==> run_1/clock_map.png <==
(10 px per um)
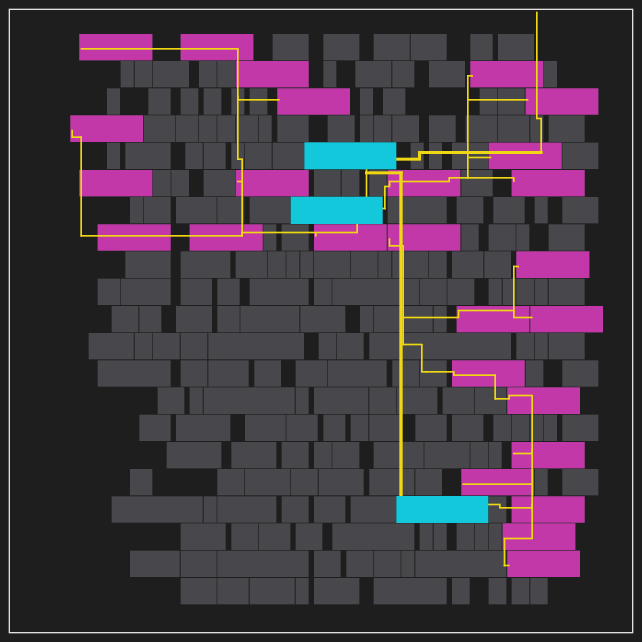
==> run_1/zoom.png <==
Window x 19 to 44, y 19 to 44 um. Cells in gray, sequential cells in the stronger gray; small squares are vias.
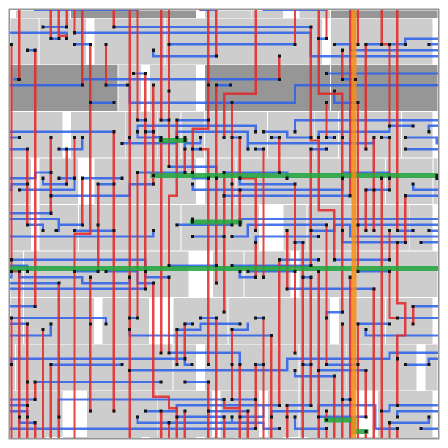
==> run_1/cell_classes.png <==
(6 px per um) Fill, decap, tap and diode cells in gray.
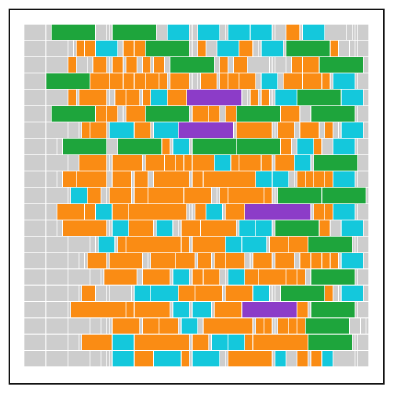
--- config.mk ---
export PLATFORM = sky130hd
export DESIGN_NAME = ternary_neuron_acc_flat
export DESIGN_NICKNAME = d
export VERILOG_FILES = /design/src/rtl/ternary_neuron_acc_if.sv /design/src/rtl/ternary_neuron_acc.sv /design/src/flat_wrapper.sv
export SDC_FILE = /design/constraint.sdc
export NUM_CORES = 1
export LEC_CHECK = 0
export CAP_MARGIN = 5
export CORE_MARGIN = 2
export CORE_UTILIZATION = 48
export CTS_BUF_LIST = sky130_fd_sc_hd__clkbuf_16
export DETAILED_ROUTE_END_ITERATION = 16
export PLACE_DENSITY = 0.79
export SLEW_MARGIN = 40
export SYNTH_ARGS = -nofsm -noshare
export SYNTH_HDL_FRONTEND = slang
export SYNTH_SLANG_ARGS = --single-unit
--- constraint.sdc ---
create_clock -name clk -period 3.3 [get_ports clk]
set_input_delay 0.66 -clock clk [delete_from_list [all_inputs] [get_ports clk]]
set_output_delay 0.66 -clock clk [all_outputs]
set_load 0.05 [all_outputs]
--- src/rtl/ternary_neuron_acc_if.sv ---
// Chunk-in / result-out bundle of the ternary neuron accumulator.
//   pc_pos, pc_neg : per-chunk popcounts of +1 and -1 weighted inputs (0..15)
//   in_valid/in_last/in_ready : chunk handshake, in_last marks the neuron's final chunk
//   out_valid/out_ready : result handshake
//   out_trit, out_sum, out_sat : ternary activation, signed sum, per-neuron saturation
//   ovf : sticky chunk-count overflow
// slave  = accumulator side, master = producer/consumer side.
interface ternary_neuron_acc_if #(
  parameter int unsigned ACC_W = 8
);
  logic [3:0]       pc_pos;
  logic [3:0]       pc_neg;
  logic             in_valid;
  logic             in_last;
  logic             in_ready;
  logic             out_valid;
  logic             out_ready;
  logic [1:0]       out_trit;
  logic [ACC_W-1:0] out_sum;
  logic             out_sat;
  logic             ovf;

  modport slave (
    input  pc_pos, pc_neg, in_valid, in_last, out_ready,
    output in_ready, out_valid, out_trit, out_sum, out_sat, ovf
  );

  modport master (
    output pc_pos, pc_neg, in_valid, in_last, out_ready,
    input  in_ready, out_valid, out_trit, out_sum, out_sat, ovf
  );
endinterface

--- src/rtl/ternary_neuron_acc.sv ---
// Ternary neuron accumulator: sums (pc_pos - pc_neg) over the chunks of a
// neuron with a saturating signed accumulator, then thresholds the sum into
// a trit (01 = +1, 11 = -1, 00 = 0). One-deep registered result with
// valid/ready; in_ready is combinational so a draining result never costs a
// bubble.
//   clk, rst : clock and synchronous active-high reset
//   bus      : ternary_neuron_acc_if.slave (chunk input, result output, ovf)
module ternary_neuron_acc #(
  parameter int unsigned ACC_W      = 8,
  parameter int          TH_HI      = 2,
  parameter int          TH_LO      = -2,
  parameter int unsigned MAX_CHUNKS = 16
) (
  input  logic                 clk,
  input  logic                 rst,
  ternary_neuron_acc_if.slave  bus
);

  localparam int unsigned CNT_W = $clog2(MAX_CHUNKS);
  localparam logic [CNT_W-1:0] CNT_LAST = CNT_W'(MAX_CHUNKS - 1);
  localparam logic signed [ACC_W-1:0] SUM_MAX  = {1'b0, {(ACC_W-1){1'b1}}};
  localparam logic signed [ACC_W-1:0] SUM_MIN  = {1'b1, {(ACC_W-1){1'b0}}};
  localparam logic signed [ACC_W-1:0] TH_HI_S  = ACC_W'(TH_HI);
  localparam logic signed [ACC_W-1:0] TH_LO_S  = ACC_W'(TH_LO);
  localparam logic [1:0] TRIT_POS  = 2'b01;
  localparam logic [1:0] TRIT_NEG  = 2'b11;
  localparam logic [1:0] TRIT_ZERO = 2'b00;

  // HOLD means a result is sitting in the output register.
  typedef enum logic {ACCUM = 1'b0, HOLD = 1'b1} state_t;

  state_t                   state_q, state_d;
  logic signed [ACC_W-1:0]  acc_q, acc_d;
  logic [CNT_W-1:0]         cnt_q, cnt_d;
  logic                     sat_q, sat_d;
  logic                     ovf_q, ovf_d;
  logic [1:0]               trit_q, trit_d;
  logic signed [ACC_W-1:0]  sum_q, sum_d;
  logic                     osat_q, osat_d;

  logic                     in_ready_c;
  logic                     accept_c;
  logic                     consume_c;
  logic signed [4:0]        delta_c;
  logic signed [ACC_W:0]    sum_wide_c;
  logic                     clamp_c;
  logic signed [ACC_W-1:0]  sum_sat_c;
  logic [1:0]               trit_c;

  assign in_ready_c = (state_q == ACCUM) || bus.out_ready;
  assign accept_c   = bus.in_valid && in_ready_c;
  assign consume_c  = (state_q == HOLD) && bus.out_ready;

  // Saturating add: one guard bit catches overflow, which then clamps to the rail.
  always_comb begin
    delta_c    = {1'b0, bus.pc_pos} - {1'b0, bus.pc_neg};
    sum_wide_c = {acc_q[ACC_W-1], acc_q} + {{(ACC_W-4){delta_c[4]}}, delta_c};
    clamp_c    = sum_wide_c[ACC_W] ^ sum_wide_c[ACC_W-1];
    sum_sat_c  = sum_wide_c[ACC_W-1:0];
    if (clamp_c) begin
      sum_sat_c = sum_wide_c[ACC_W] ? SUM_MIN : SUM_MAX;
    end
    trit_c = TRIT_ZERO;
    if (sum_sat_c >= TH_HI_S) begin
      trit_c = TRIT_POS;
    end else if (sum_sat_c <= TH_LO_S) begin
      trit_c = TRIT_NEG;
    end
  end

  // State register.
  always_ff @(posedge clk) begin
    if (rst) begin
      state_q <= ACCUM;
      acc_q   <= '0;
      cnt_q   <= '0;
      sat_q   <= 1'b0;
      ovf_q   <= 1'b0;
      trit_q  <= TRIT_ZERO;
      sum_q   <= '0;
      osat_q  <= 1'b0;
    end else begin
      state_q <= state_d;
      acc_q   <= acc_d;
      cnt_q   <= cnt_d;
      sat_q   <= sat_d;
      ovf_q   <= ovf_d;
      trit_q  <= trit_d;
      sum_q   <= sum_d;
      osat_q  <= osat_d;
    end
  end

  // Next-state: accumulate, close a neuron into the output register, drain.
  always_comb begin
    state_d = state_q;
    acc_d   = acc_q;
    cnt_d   = cnt_q;
    sat_d   = sat_q;
    ovf_d   = ovf_q;
    trit_d  = trit_q;
    sum_d   = sum_q;
    osat_d  = osat_q;

    if (consume_c) begin
      state_d = ACCUM;
    end

    if (accept_c) begin
      if (bus.in_last) begin
        state_d = HOLD;
        sum_d   = sum_sat_c;
        trit_d  = trit_c;
        osat_d  = sat_q | clamp_c;
        acc_d   = '0;
        cnt_d   = '0;
        sat_d   = 1'b0;
      end else begin
        acc_d = sum_sat_c;
        sat_d = sat_q | clamp_c;
        // Counter parks at its top value once the fan-in limit is exceeded.
        if (cnt_q == CNT_LAST) begin
          ovf_d = 1'b1;
        end else begin
          cnt_d = cnt_q + CNT_W'(1);
        end
      end
    end
  end

  assign bus.in_ready  = in_ready_c;
  assign bus.out_valid = (state_q == HOLD);
  assign bus.out_trit  = trit_q;
  assign bus.out_sum   = sum_q;
  assign bus.out_sat   = osat_q;
  assign bus.ovf       = ovf_q;

endmodule

--- src/flat_wrapper.sv ---
// flat-port wrapper written by rule: the top's interface ports become plain ports
module ternary_neuron_acc_flat 
#(
  parameter int unsigned ACC_W      = 8,
  parameter int          TH_HI      = 2,
  parameter int          TH_LO      = -2,
  parameter int unsigned MAX_CHUNKS = 16
)
  (clk, rst, bus_pc_pos, bus_pc_neg, bus_in_valid, bus_in_last, bus_out_ready, bus_in_ready, bus_out_valid, bus_out_trit, bus_out_sum, bus_out_sat, bus_ovf);
  ternary_neuron_acc_if #(.ACC_W(ACC_W)) bus_i ();
  input  logic clk;
  input  logic rst;
  input wire logic [$bits(bus_i.pc_pos)-1:0] bus_pc_pos;
  input wire logic [$bits(bus_i.pc_neg)-1:0] bus_pc_neg;
  input wire logic [$bits(bus_i.in_valid)-1:0] bus_in_valid;
  input wire logic [$bits(bus_i.in_last)-1:0] bus_in_last;
  input wire logic [$bits(bus_i.out_ready)-1:0] bus_out_ready;
  output wire logic [$bits(bus_i.in_ready)-1:0] bus_in_ready;
  output wire logic [$bits(bus_i.out_valid)-1:0] bus_out_valid;
  output wire logic [$bits(bus_i.out_trit)-1:0] bus_out_trit;
  output wire logic [$bits(bus_i.out_sum)-1:0] bus_out_sum;
  output wire logic [$bits(bus_i.out_sat)-1:0] bus_out_sat;
  output wire logic [$bits(bus_i.ovf)-1:0] bus_ovf;
  assign bus_i.pc_pos = bus_pc_pos;
  assign bus_i.pc_neg = bus_pc_neg;
  assign bus_i.in_valid = bus_in_valid;
  assign bus_i.in_last = bus_in_last;
  assign bus_i.out_ready = bus_out_ready;
  assign bus_in_ready = bus_i.in_ready;
  assign bus_out_valid = bus_i.out_valid;
  assign bus_out_trit = bus_i.out_trit;
  assign bus_out_sum = bus_i.out_sum;
  assign bus_out_sat = bus_i.out_sat;
  assign bus_ovf = bus_i.ovf;
  ternary_neuron_acc #(.ACC_W(ACC_W), .TH_HI(TH_HI), .TH_LO(TH_LO), .MAX_CHUNKS(MAX_CHUNKS)) u_core (.clk(clk), .rst(rst), .bus(bus_i));
endmodule
==> impl_metrics.py, run 1 <==
# Synthesis and PnR figures
metrics = {
    "pwr": {
        "intPower_w": 0.0009281,
        "leakagePower_nw": 1.026,
        "p_clk_w": 0.000352,
        "top_power_group": "combinational cells",
        "pg_seq_w": 0.000370,
    },
    "clock_network": {
        "cts_tree": "done",
        "cts_buffers": 3,
        "clk_pin_slew_ns": 0.06,
        "clk-insertion-delay-late_ns": 0.26,
    },
    "yosys": {
        "synth_seq_share_pct": 32.02,
        "ys_top_cells_by_area": "dfxtp_1 32%, ha_1 10%, a21oi_1 5.9%",
        "edf_count": 0,
        "most_common_cell": "dfxtp_1",
        "syn_avg_cell_area_um2": 8.645,
        "yosysWarningCount": 0,
        "ys_ff": 26,
        "largest_area_cell": "dfxtp_1",
        "yosysTopAreaCellShare_pct": 32.02,
        "xor_share_pct": 3.772,
        "mux_share_pct": 1.232,
    },
    "grt": {
        "globalRouteMet2Util_pct": 41.30,
        "grt_most_used_layer": "met2",
        "first_global_vias": 1645,
        "track_usage_pct": 22.11,
        "met1_usage_pct": 25.20,
        "grt_pass1_wl_mm": 6.920,
        "grt-ovfl-total": 0,
        "grtUsageMet3_pct": 2.717,
    },
    "timing": {
        "fin_ws_ns": 0.09274,
        "slew_headroom_pct": 51.37,
        "rsz0062_at_grt": "no",
        "timing.final.hold_violations": 0,
        "period_needed_ns": 3.207,
    },
    "die": {
        "io_pins": 27,
        "std_cell_rows": 21,
    },
    "placement": {
        "post-dp-hpwl_mm": 2.927,
        "gp_congestion": 0.8098,
        "portBuffers": 26,
    },
    "worst_setup_path": {
        "end_kind": "register",
        "reg2reg_depth": 8,
        "critical-path-top-delay-family": "simple AND/OR/NAND/NOR gates",
        "critical-path-max-stage-delay_ns": 0.54,
        "worstPathMaxFanout": 3,
        "crit_type": "in -> reg",
        "crit_path_top_delay_cell": "or4b_4",
    },
    "route": {
        "firstDrtPassIters": 4,
        "wl_per_cell_um": 15.14,
        "avgViaCountPerCell": 5.615,
        "ant_nets": 0,
    },
    "job": {
        "cap_violations": 0,
    },
    "final_layout": {
        "syn_to_final_growth_pct": 48.73,
        "layout_top_cell": "dfxtp_1",
    },
    "hold_path": {
        "min_path_cells": 2,
    },
    "outcome": {
        "status": "completed",
    },
}
-- clock_map.png (at the start) --
[cyan] cells driving clock nets | count: 3
[magenta] flip-flops | count: 26
[yellow] clock wires | length: 293 um
routed clock nets: 4
flops lie: all over the die

-- zoom.png (at the start) --
| color | layer |
|---|---|
| red | met2 |
| green | met3 |
| blue | met1 |
| orange | met4 |
most frequent: buf_4 (8), nand2_1 (3), dfxtp_1 (3)
cells with their middle in the window: 52
sequential cells in the window: 3
netlist names of flops here include: `u_core.bus.out_trit` (2), `u_core.acc_q` (1)

-- cell_classes.png (at the start) --
| color | class | cells | share of their area |
|---|---|---|---|
| purple | clock drivers and dummy loads | 4 | 4.5% |
| orange | all other logic | 156 | 53% |
| cyan | other buffers and delay cells | 54 | 20% |
| green | flip-flops | 26 | 22% |

==> run 1: cells by family after synthesis <==
logic type	count (synthesis)
buf+inv	15
flops	26
simple gates	61
xor+xnor	7
fa+ha+maj	15
mux	2
compound gates	62
==> run 1: repair_timing <==
| action | CTS | global route |
|---|---|---|
| setup buffers | 4 | 1 |
| pin swaps | 15 | 14 |
| resized | 21 | 27 |
| setup endpoints to repair | 20 | 19 |
==> run 1: per-stage QoR <==
step / power (W) / instance area, um2 / hold WS (ns) / std cells / util (%)
floorplan: 0.0007606 / 1648 / 0.4315 / 188 / -
global placement: 0.0009557 / 2103 / 0.4356 / 277 / 64.04
detailed placement: 0.0009723 / 2103 / 0.4414 / 277 / 64.04
CTS: 0.001388 / 2310 / 0.4556 / 285 / 70.32
global route: 0.001526 / 2417 / 0.4817 / 286 / 73.60
finish: 0.001462 / 2417 / 0.4515 / 286 / 73.60
==> run 1: cell type report <==
cell class	count	area, um2
Sequential cell	26	520.5
Inverter	9	33.78
Timing Repair Buffer	54	478.0
Fill cell	218	867.1
Clock buffer	3	75.07
Tap cell	46	57.56
Multi-Input combinational cell	147	1222
Clock inverter	1	30.03
==> run 1: final timing paths <==
path | startpoint | end | slack, ns
min reg2reg | u_core.bus.out_sum[6] | u_core.bus.out_sum[6] | 0.45
max | bus_pc_neg[3] | u_core.bus.out_trit[0] | 0.09
min | u_core.bus.out_sum[6] | u_core.bus.out_sum[6] | 0.45
max reg2reg | u_core.acc_q[0] | u_core.bus.out_trit[0] | 0.93
==> run 1: layer usage <==
metal / up-vias / routed length (um)
met1: 769 / 1889
met4: 0 / 53
met5: - / 0
met2: 38 / 2207
li1: 795 / -
met3: 4 / 179
==> run 2: changes to the inputs <==
--- a/config.mk
+++ b/config.mk
@@ -11,7 +11,7 @@
 export CTS_BUF_LIST = sky130_fd_sc_hd__clkbuf_16
 export DETAILED_ROUTE_END_ITERATION = 16
 export PLACE_DENSITY = 0.79
-export SLEW_MARGIN = 40
+export SLEW_MARGIN = 20
 export SYNTH_ARGS = -nofsm -noshare
 export SYNTH_HDL_FRONTEND = slang
 export SYNTH_SLANG_ARGS = --single-unit
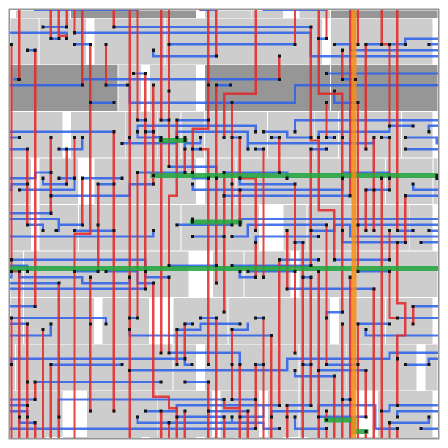
(run_2/zoom.png)
Window x 19 to 44, y 19 to 44 um. Cells in gray, sequential cells in the stronger gray; small squares are vias.
| color | layer |
|---|---|
| red | met2 |
| blue | met1 |
| green | met3 |
| orange | met4 |
netlist names of flops here include: `u_core.bus.out_trit` (2), `u_core.acc_q` (1)
most frequent: buf_4 (8), nand2_1 (3), dfxtp_1 (3)
sequential cells in the window: 3
cells with their middle in the window: 52

==> impl_metrics.py, run 2 <==
# Synthesis and PnR figures
metrics = {
    "placement": {
        "portBuffers": 26,
        "gp_congestion": 0.8098,
        "post-dp-hpwl_mm": 2.927,
    },
    "route": {
        "wl_met2_mm": 2.207,
        "ant_nets": 0,
        "route.top_layer_used": "met4",
        "dr_wl_met3_um": 179,
        "avgViaCountPerCell": 5.615,
        "firstDrtPassIters": 4,
        "wl_per_cell_um": 15.14,
        "wl_met1_mm": 1.889,
    },
    "worst_setup_path": {
        "end_kind": "register",
        "reg2reg_from": "u_core.acc_q[0]",
        "worstSetupStartpoint": "bus_pc_neg[3]",
        "critical-path-max-stage-delay_ns": 0.54,
        "crit_type": "in -> reg",
        "crit_path_top_delay_cell": "or4b_4",
    },
    "timing": {
        "rsz0062_at_grt": "no",
        "timing.final.hold_violations": 0,
        "slew_headroom_pct": 51.37,
        "hold_slack_ns": 0.4515,
        "period_needed_ns": 3.207,
    },
    "final_layout": {
        "fin_area_mm2": 0.002417,
        "final-comb-area_mm2": 0.001222,
        "syn_to_final_growth_pct": 48.73,
        "layout_top_cell": "dfxtp_1",
    },
    "grt": {
        "grt-ovfl-total": 0,
        "first_global_vias": 1645,
        "grt_most_used_layer": "met2",
        "grt_pass1_wl_mm": 6.920,
        "grtUsageMet3_pct": 2.717,
        "track_usage_pct": 22.11,
        "globalRouteMet2Util_pct": 41.30,
    },
    "die": {
        "std_cell_rows": 21,
        "io_pins": 27,
    },
    "pwr": {
        "leakagePower_nw": 1.026,
        "power_w": 0.001462,
        "top_power_group": "combinational cells",
        "intPower_w": 0.0009281,
        "p_clk_w": 0.000352,
        "pg_seq_w": 0.000370,
    },
    "job": {
        "cap_violations": 0,
    },
    "clock_network": {
        "cts_tree": "done",
        "clk-insertion-delay-late_ns": 0.26,
        "clk_pin_slew_ns": 0.06,
    },
    "yosys": {
        "most_common_cell": "dfxtp_1",
        "yosysWarningCount": 0,
        "yosysTopAreaCellShare_pct": 32.02,
        "synth_seq_share_pct": 32.02,
        "edf_count": 0,
        "ys_ff": 26,
        "syn_avg_cell_area_um2": 8.645,
    },
    "outcome": {
        "status": "completed",
    },
}
## run 2: timing repair
action	in CTS	in global routing
setup endpoints to repair	20	19
setup buffers	4	1
endpoints found under the hold margin	0	0
gates resized	21	27
pin swaps	15	14
## run 2: area by class of cell
cell class / instances / area share [%]
clock inverter: 1 / 1.242
multi-input combinational: 147 / 50.57
sequential: 26 / 21.53
timing repair buffer: 54 / 19.77
inverter: 9 / 1.398
clock buffer: 3 / 3.106
tap: 46 / 2.381
## run 2: through the flow
step	util (%)	cells	worst slack (ns)
after floorplan	-	188	0.008518
after CTS	70.32	285	0.01308
after global routing	73.60	286	0.01114
after global placement	64.04	277	-0.4246
final	73.60	286	0.09274
after detailed placement	64.04	277	-0.5361
## run 2: cell families (layout without fill, tap and decap cells)
kind of cell	after synthesis	count (layout)	synth area share, %
AND-OR/OR-AND	62	62	25.79
adder cells (fa/ha/maj)	15	15	12.47
buffers and inverters	15	67	4.234
multiplexers	2	2	1.232
AND/OR/NAND/NOR	61	61	20.48
flip-flops	26	26	32.02
XOR/XNOR	7	7	3.772
## run 2: worst register-to-register path, cell delays in order (launching register included)
cell	delay [ns]
dfxtp_1	0.33
ha_1	0.23
fa_1	0.40
a21o_1	0.24
a221oi_4	0.33
xnor2_2	0.19
nand4b_4	0.14
o41ai_2	0.30
a21oi_1	0.11
## run 2: path summary, 6_finish.rpt
path	end	slack, ns	depth (start not counted)
worst max-delay path	u_core.bus.out_trit[0]	0.09	11
worst min-delay path	u_core.bus.out_sum[6]	0.45	2
worst max register to register	u_core.bus.out_trit[0]	0.93	8
worst min register to register	u_core.bus.out_sum[6]	0.45	2
Power is estimated from default activity; no workload was simulated.
